Run 1, routed metal per tile:
(4 px per um) 13 x 13 tiles, from dark purple (low) to yellow (high), scaled to the fullest tile. Values are wire area over tile area, all layers added.
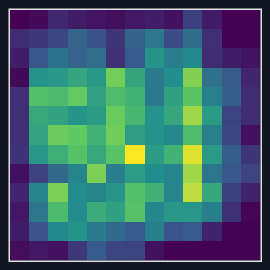
Run 1, pin map:
(6 px per um) Pins as bars across the die edge, other pins in grey.
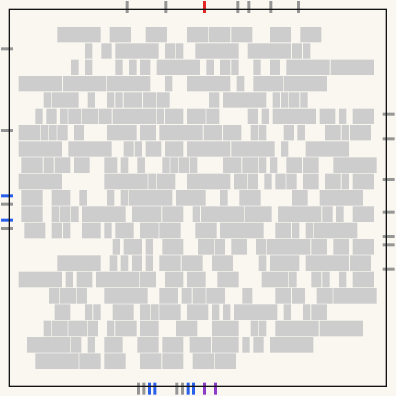
Run 1, clock wiring as the flow saved it:
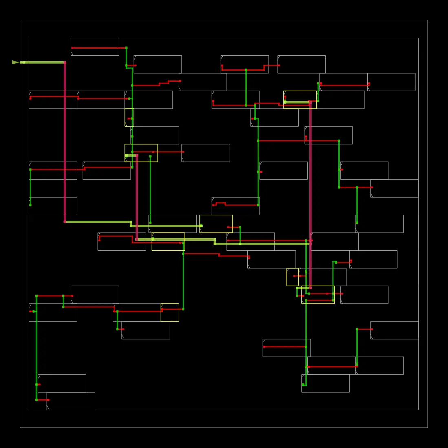
$ cat src/rtl/au_serial.sv
// Serial add/sub/compare/accumulate unit: CHUNK bits per cycle LSB first, done pulse N cycles after start.
// Optional AU_SAT_EN: ADD/SUB/ACC results saturate on signed overflow instead of wrapping.
module au_serial #(
  parameter int WIDTH = 6,
  parameter int CHUNK = 2
) (
  input  logic             clk,
  input  logic             reset,
  input  logic             start,
  input  logic [1:0]       op,
  input  logic [WIDTH-1:0] A,
  input  logic [WIDTH-1:0] B,
  output logic             busy,
  output logic             done,
  output logic [WIDTH-1:0] resultado,
  output logic             carryOut,
  output logic             overflow,
  output logic             igual,
  output logic             diferente,
  output logic             menor
);

  localparam int N  = WIDTH / CHUNK;
  localparam int CW = $clog2(N + 1);
  localparam logic [1:0] OP_ADD = 2'b00, OP_SUB = 2'b01, OP_CMP = 2'b10, OP_ACC = 2'b11;

  typedef enum logic [1:0] {IDLE, RUN, DONE} state_t;

  state_t                 state;
  logic [CW-1:0]          cnt_q;
  logic [1:0]             op_q;
  logic [WIDTH-1:0]       x_q, y_q, acc_q;
  logic [WIDTH-CHUNK-1:0] sum_q;
  logic                   carry_q, eq_q;

  logic [CHUNK:0]   csum;
  logic             cin_msb, ovf, sub_q;
  logic [WIDTH-1:0] full, res_v;

  // SUB and CMP are the two encodings with differing bits.
  assign sub_q = op_q[1] ^ op_q[0];

  always_comb begin
    csum    = {1'b0, x_q[CHUNK-1:0]} + {1'b0, y_q[CHUNK-1:0]} + {{CHUNK{1'b0}}, carry_q};
    // carry into the chunk MSB recovered from its sum bit
    cin_msb = csum[CHUNK-1] ^ x_q[CHUNK-1] ^ y_q[CHUNK-1];
    ovf     = cin_msb ^ csum[CHUNK];
    full    = {csum[CHUNK-1:0], sum_q};
    res_v   = full;
    if (op_q == OP_CMP)
      res_v = eq_q ? {WIDTH{1'b1}} : {WIDTH{1'b0}};
`ifdef AU_SAT_EN
    else if (ovf)
      res_v = x_q[CHUNK-1] ? {1'b1, {(WIDTH-1){1'b0}}} : {1'b0, {(WIDTH-1){1'b1}}};
`endif
  end

  always_ff @(posedge clk) begin
    if (reset) begin
      state     <= IDLE;
      cnt_q     <= '0;
      op_q      <= OP_ADD;
      x_q       <= '0;
      y_q       <= '0;
      acc_q     <= '0;
      sum_q     <= '0;
      carry_q   <= 1'b0;
      eq_q      <= 1'b0;
      busy      <= 1'b0;
      done      <= 1'b0;
      resultado <= '0;
      carryOut  <= 1'b0;
      overflow  <= 1'b0;
      igual     <= 1'b0;
      diferente <= 1'b0;
      menor     <= 1'b0;
    end else begin
      case (state)
        IDLE, DONE: begin
          done <= 1'b0;
          if (start) begin
            state <= RUN;
            busy  <= 1'b1;
            cnt_q <= '0;
            op_q  <= op;
            if (op == OP_ACC) begin
              x_q     <= acc_q;
              y_q     <= A;
              eq_q    <= (acc_q == A);
              carry_q <= 1'b0;
            end else begin
              x_q     <= A;
              y_q     <= (op == OP_SUB || op == OP_CMP) ? ~B : B;
              eq_q    <= (A == B);
              carry_q <= (op == OP_SUB || op == OP_CMP);
            end
          end else begin
            state <= IDLE;
          end
        end
        RUN: begin
          x_q     <= x_q >> CHUNK;
          y_q     <= y_q >> CHUNK;
          carry_q <= csum[CHUNK];
          sum_q   <= full[WIDTH-1:CHUNK];
          cnt_q   <= cnt_q + 1'b1;
          if (cnt_q == CW'(N - 1)) begin
            state     <= DONE;
            busy      <= 1'b0;
            done      <= 1'b1;
            resultado <= res_v;
            carryOut  <= csum[CHUNK];
            overflow  <= ovf;
            igual     <= eq_q;
            diferente <= ~eq_q;
            menor     <= sub_q & ~csum[CHUNK];
            if (op_q == OP_ACC)
              acc_q <= res_v;
          end
        end
        default: state <= IDLE;
      endcase
    end
  end

endmodule
$ cat config.mk
export PLATFORM = sky130hd
export DESIGN_NAME = au_serial
export DESIGN_NICKNAME = d
export VERILOG_FILES = /design/src/rtl/au_serial.sv
export SDC_FILE = /design/constraint.sdc
export NUM_CORES = 1
export LEC_CHECK = 0
export CAP_MARGIN = 20
export CORE_UTILIZATION = 55
export CTS_BUF_LIST = sky130_fd_sc_hd__clkbuf_8
export DETAILED_ROUTE_END_ITERATION = 7
export PLACE_DENSITY = 0.78
export SLEW_MARGIN = 25
export SYNTH_ARGS = -nofsm -noshare
export SYNTH_HDL_FRONTEND = slang
export SYNTH_SLANG_ARGS = --single-unit
$ cat constraint.sdc
create_clock -name clk -period 3.3 [get_ports clk]
set_input_delay 0.66 -clock clk [delete_from_list [all_inputs] [get_ports clk]]
set_output_delay 0.66 -clock clk [all_outputs]
set_load 0.05 [all_outputs]
==> Flow_metrics.wiki, run 1 <==
== Flow metrics ==
{| class="wikitable"
! Metric !! Value
|-
| Outcome || finished, final reports clean
|-
| Reg2reg start || state[0]
|-
| First-pass GRT wire length || 7.09 mm
|-
| Initial antenna violation count || 0
|-
| Instance count on the critical path || 6
|-
| Die X-Extent || 62.6 um
|-
| Cell chosen for the clock root || clkbuf_8
|-
| Launching element type of the critical path || input pin
|-
| Register area || 861 um2
|-
| Ys Warns || 0
|-
| Layer carrying the most global-route usage || met2
|-
| Class of the tightest hold or removal check || reg2reg
|-
| Cell area after placement || 0.00231 mm2
|-
| Detailed route wirelength on metal3 || 93 um
|-
| Power per Cell Area || 440 mW/mm2
|-
| Cell class with the largest area share || logic gates
|-
| Post-synth ARST share || 0%
|-
| Min cycle time layout || 2.41 ns
|-
| Htree depth || 2
|-
| Detailed-route wire length || 4.10 mm
|-
| Vias in the first global route || 1,549
|-
| Critical path arrival || 2.65 ns
|-
| ANT cells || 0
|-
| Cell taking the most area after synthesis || dfxtp_1
|-
| Clk slew on worst S/H paths || 0.08 ns
|-
| Met3 GRT Util || 4.93%
|}
Notes on 'routed metal per tile' above:
7.7% of the tiles are nearly empty. The densest ninth of the die: centre. 36% of the tiles are over half the peak.

Notes on 'pin map' above:
Red stands for carryOut, pins 1, direction output, edge north. Purple stands for op, pins 2, direction input, edge south. Blue stands for A, pins 6, direction input, edge 4 south, 2 west.

Notes on 'clock wiring as the flow saved it' above:
insertion delay to the later sink of the worst-skew pair: 0.30 ns
number of sequential storage elements: 43

-- run 1: cell families (layout without fill, tap and decap cells) --
kind of cell | count (synthesis) | after routing | share of synthesized area (%)
fa+ha+maj | 7 | 7 | 5.08
buf+inv | 24 | 47 | 5.20
compound gates | 55 | 55 | 16.9
mux | 13 | 13 | 6.44
flops | 43 | 43 | 42.6
simple gates | 83 | 83 | 17.3
xor+xnor | 15 | 15 | 6.51
-- run 1: worst reg2reg max path: cells and delay by family (launching register included) --
| family | cells | cell delay, ns |
|---|---|---|
| buffers and inverters | 1 | 0.29 |
| and+or+nand+nor | 3 | 1.09 |
| AOI/OAI and AO/OA | 1 | 0.14 |
| DFF | 1 | 0.41 |
-- run 1: where the power goes --
group / switching, mW / internal (mW)
clock network: 0.178 / 0.145
logic: 0.0997 / 0.0790
registers: 0.0145 / 0.539
Run 1, the metal 3 layer:
(8 px per um)
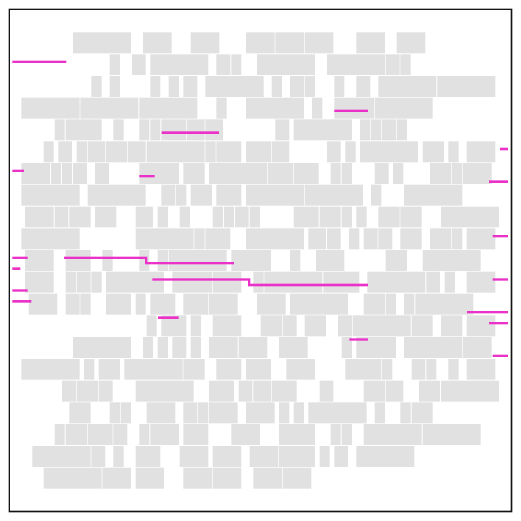

## Run 2: what changed since run 1
CORE_UTILIZATION = 50   (was 55)
PLACE_DENSITY = 0.74   (was 0.78)
clock period = 2.16 ns   (was 3.3 ns; I/O delays follow)
Run 2, the metal 3 layer:
(8 px per um)
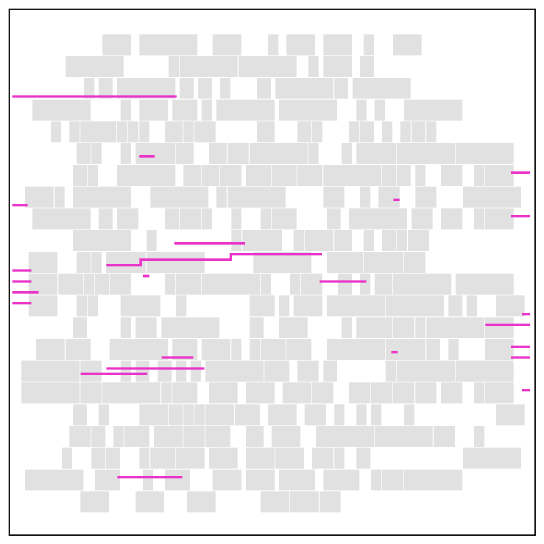
The longest straight run is 20.2 um. The wires run mostly horizontal. The layer holds 2.8% of the routed length. 19 nets have wire on it.

Run 2, pin map:
(6 px per um) Pins as bars across the die edge, other pins in grey.
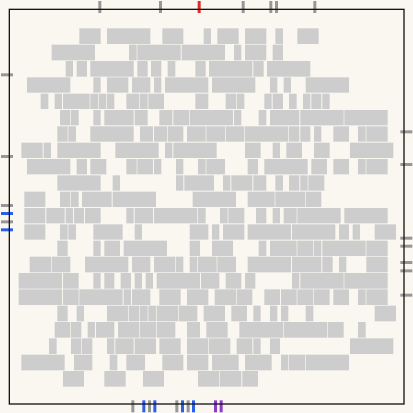
Blue stands for A, pins 6, direction input, edge 4 south, 2 west. Red stands for carryOut, pins 1, direction output, edge north. Purple stands for op, pins 2, direction input, edge south.

==> run 2 against run 1 <==
Against the previous run:
- sequential share of layout area down 1.1 points
- largest power group unchanged
- global-route usage down 0.30 points
- total power up 59%
- design area up 3.2%
- worst hold slack worse by 0.00081 ns
- critical path type is now reg2reg
- utilization down 4.6 points
- worst setup slack worse by 0.69 ns
- combinational power up 59%
- critical path depth up 1
- highest routed layer unchanged
- synthesized cell count unchanged
==> Flow_metrics.wiki, run 2 <==
== Flow metrics ==
{| class="wikitable"
! Metric !! Value
|-
| Outcome || finished, final reports clean
|-
| Number of well-tap cells placed || 48
|-
| Critical path arrival || 2.18 ns
|-
| Cell class with the largest area share || logic gates
|-
| Number of sequential storage elements || 43
|-
| Class of the tightest hold or removal check || reg2reg
|-
| Clk sink count || 43
|-
| Met3 GRT Util || 4.86%
|-
| Launching element type of the critical path || register
|-
| Detailed route wirelength on metal3 || 121 um
|-
| Reg2reg start || y_q[0]
|-
| First-pass GRT wire length || 7.57 mm
|-
| Detail Placement HPWL || 3.21 mm
|-
| Clk slew on worst S/H paths || 0.08 ns
|-
| Layer carrying the most global-route usage || met2
|-
| Ys Warns || 0
|-
| Min cycle time layout || 1.96 ns
|-
| Cell taking the most area after synthesis || dfxtp_1
|-
| Die X-Extent || 65.6 um
|-
| Number of OpenROAD warnings || 28
|-
| Insertion delay to the later sink of the worst-skew pair || 0.29 ns
|-
| Cell chosen for the clock root || clkbuf_8
|-
| Top cells by count || dfxtp_1, nor2_1, nand2_1
|-
| Post-synth ARST share || 0%
|-
| Power per Cell Area || 679 mW/mm2
|-
| Number of port buffers || 29
|}
run 2: cell counts after synthesis:
No cell type changed its count.
run 2: kinds of logic (layout without fill, tap and decap cells):
group | count (synthesis) | count (layout) | share of synthesized area, %
mux | 13 | 13 | 6.44
simple gates | 83 | 83 | 17.3
xor+xnor | 15 | 15 | 6.51
buf+inv | 24 | 55 | 5.20
flops | 43 | 43 | 42.6
compound gates | 55 | 55 | 16.9
fa+ha+maj | 7 | 7 | 5.08
run 2: power by group:
group          internal (mW)  total, mW  switching [mW]
sequential             0.824      0.845          0.0215
clock                  0.287      0.548           0.261
combinational          0.131      0.285           0.154
run 2: tightest hold or removal path, cell delays in order (launching register included):
cell	delay (ns)
dfxtp_1	0.31
nand2_1	0.05
a21oi_1	0.05
Run 2, clock wiring as the flow saved it:
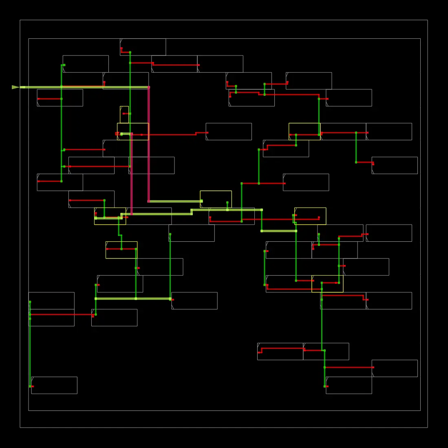

## Run 3: what changed since run 2
CELL_PAD_IN_SITES_DETAIL_PLACEMENT = 0   (was unset)
CELL_PAD_IN_SITES_GLOBAL_PLACEMENT = 1   (was unset)
CORE_UTILIZATION = 37   (was 50)
PLACE_DENSITY = 0.87   (was 0.74)
Run 3, clock wiring as the flow saved it:
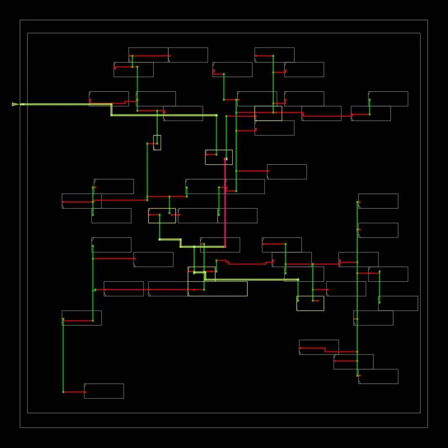
insertion delay to the later sink of the worst-skew pair: 0.29 ns
number of CTS-inserted buffers: 5
Fin Clk Skew: 0.00459 ns
clk pwr: 0.597 mW

Run 3, pin map:
(4 px per um) Pins as bars across the die edge, other pins in grey.
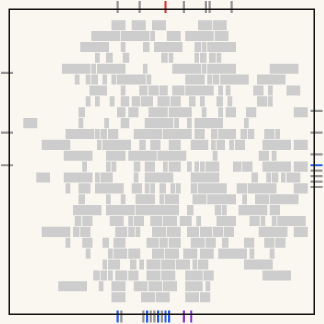
Red stands for carryOut, pins 1, direction output, edge north. Purple stands for op, pins 2, direction input, edge south. Blue stands for A, pins 6, direction input, edge 5 south, 1 east.
All pins by edge: 12 south, 8 east, 7 north, 3 west.

==> run 3 against run 2 <==
Against the previous run:
- synthesized area is the same
- routed wire length rose by 5.4%
- design area is 1.5% higher
- combinational power is 2% higher
- die area is 34% higher
- utilization decreased by 17 points
- sequential share of layout area down 0.52 points
- clock power is 8.9% higher
- maximum frequency shrank 1.0%
- via count down 0.93%
- register-to-register slack worse by 0.02 ns
- count of clock-buffer cells in the layout down 2
==> Flow_metrics.wiki, run 3 <==
== Flow metrics ==
{| class="wikitable"
! Metric !! Value
|-
| Die X-Extent || 75.9 um
|-
| Post-Synth Simple-Gate Area || 17.3%
|-
| Outcome || finished, final reports clean
|-
| Detailed-route wire length || 4.53 mm
|-
| Number of OpenROAD warnings || 28
|-
| Detail Placement HPWL || 3.44 mm
|-
| Cell taking the most area after synthesis || dfxtp_1
|-
| Cell chosen for the clock root || clkbuf_8
|-
| Class of the tightest hold or removal check || reg2reg
|-
| Compound Share, Synth || 16.9%
|-
| Htree depth || 2
|-
| Ys Warns || 0
|-
| XOR-XNOR Cells, Area Fraction || 6.51%
|-
| Post-synthesis adder-cell area fraction || 5.08%
|-
| Cell area after placement || 0.00240 mm2
|-
| Initial antenna violation count || 0
|-
| Vias in the first global route || 1,573
|-
| Number of port buffers || 29
|-
| Instance count on the critical path || 7
|-
| Reg2reg start || x_q[0]
|-
| Min cycle time layout || 1.98 ns
|-
| Critical path arrival || 2.20 ns
|-
| Top cells by count || dfxtp_1, nor2_1, nand2_1
|}
[run 3: metal layers]
layer | part of all wire (%) | vias up | global-route usage (%)
met5 | 0 | - | 0
li1 | - | 867 | -
met4 | 0.75 | 0 | 4.73
met1 | 48 | 801 | 23.0
met3 | 3.1 | 4 | 4.50
met2 | 48 | 29 | 29.3
[run 3: area by class of cell]
class | instances | area [um2]
Multi-Input combinational cell | 173 | 1060
Sequential cell | 43 | 861
Tap cell | 70 | 87.6
Inverter | 7 | 26.3
Fill cell | 510 | 2660
Clock buffer | 5 | 68.8
Timing Repair Buffer | 40 | 373
Clock inverter | 2 | 33.8
[run 3: power breakdown]
part	internal [mW]	total, mW	switching (mW)
Clock	0.334	0.597	0.263
Sequential	0.824	0.846	0.0221
Combinational	0.132	0.290	0.158

==> notes/layouts.md <==
Pictures saved along the way, in no particular order.

Placement by cell class.
(a)
(8 px per um)
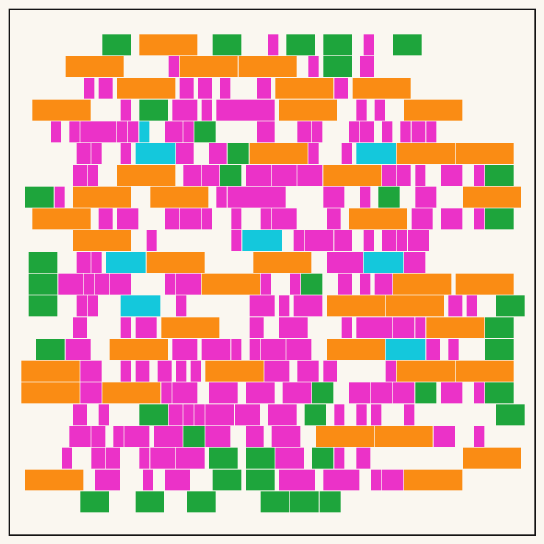
(b)
(8 px per um)
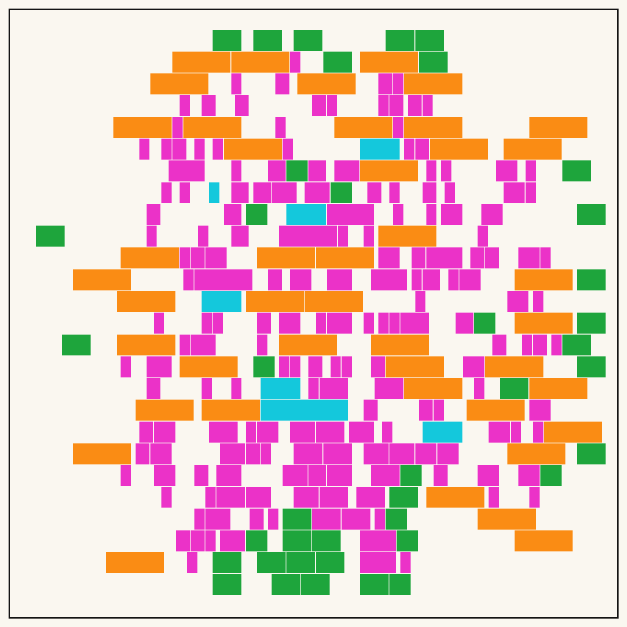
(c)
(10 px per um)
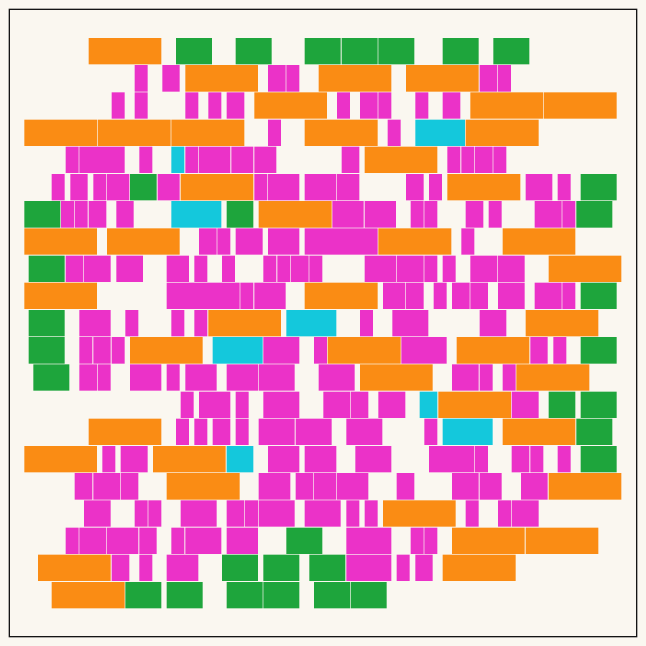
- lowest utilization: (b)
- largest die: (b)
run 3 -> (b)
run 2 -> (a)
run 1 -> (c)

Key to (a):
Magenta stands for combinational and other logic, cells 180, share of their area 45%. Orange stands for sequential cells, cells 43, share of their area 36%. Green stands for remaining buffers and delay cells, cells 40, share of their area 15%. Cyan stands for clock drivers and dummy loads, cells 8, share of their area 4.1%.

Power figures rest on the tool's default switching activity, not on a simulated workload.
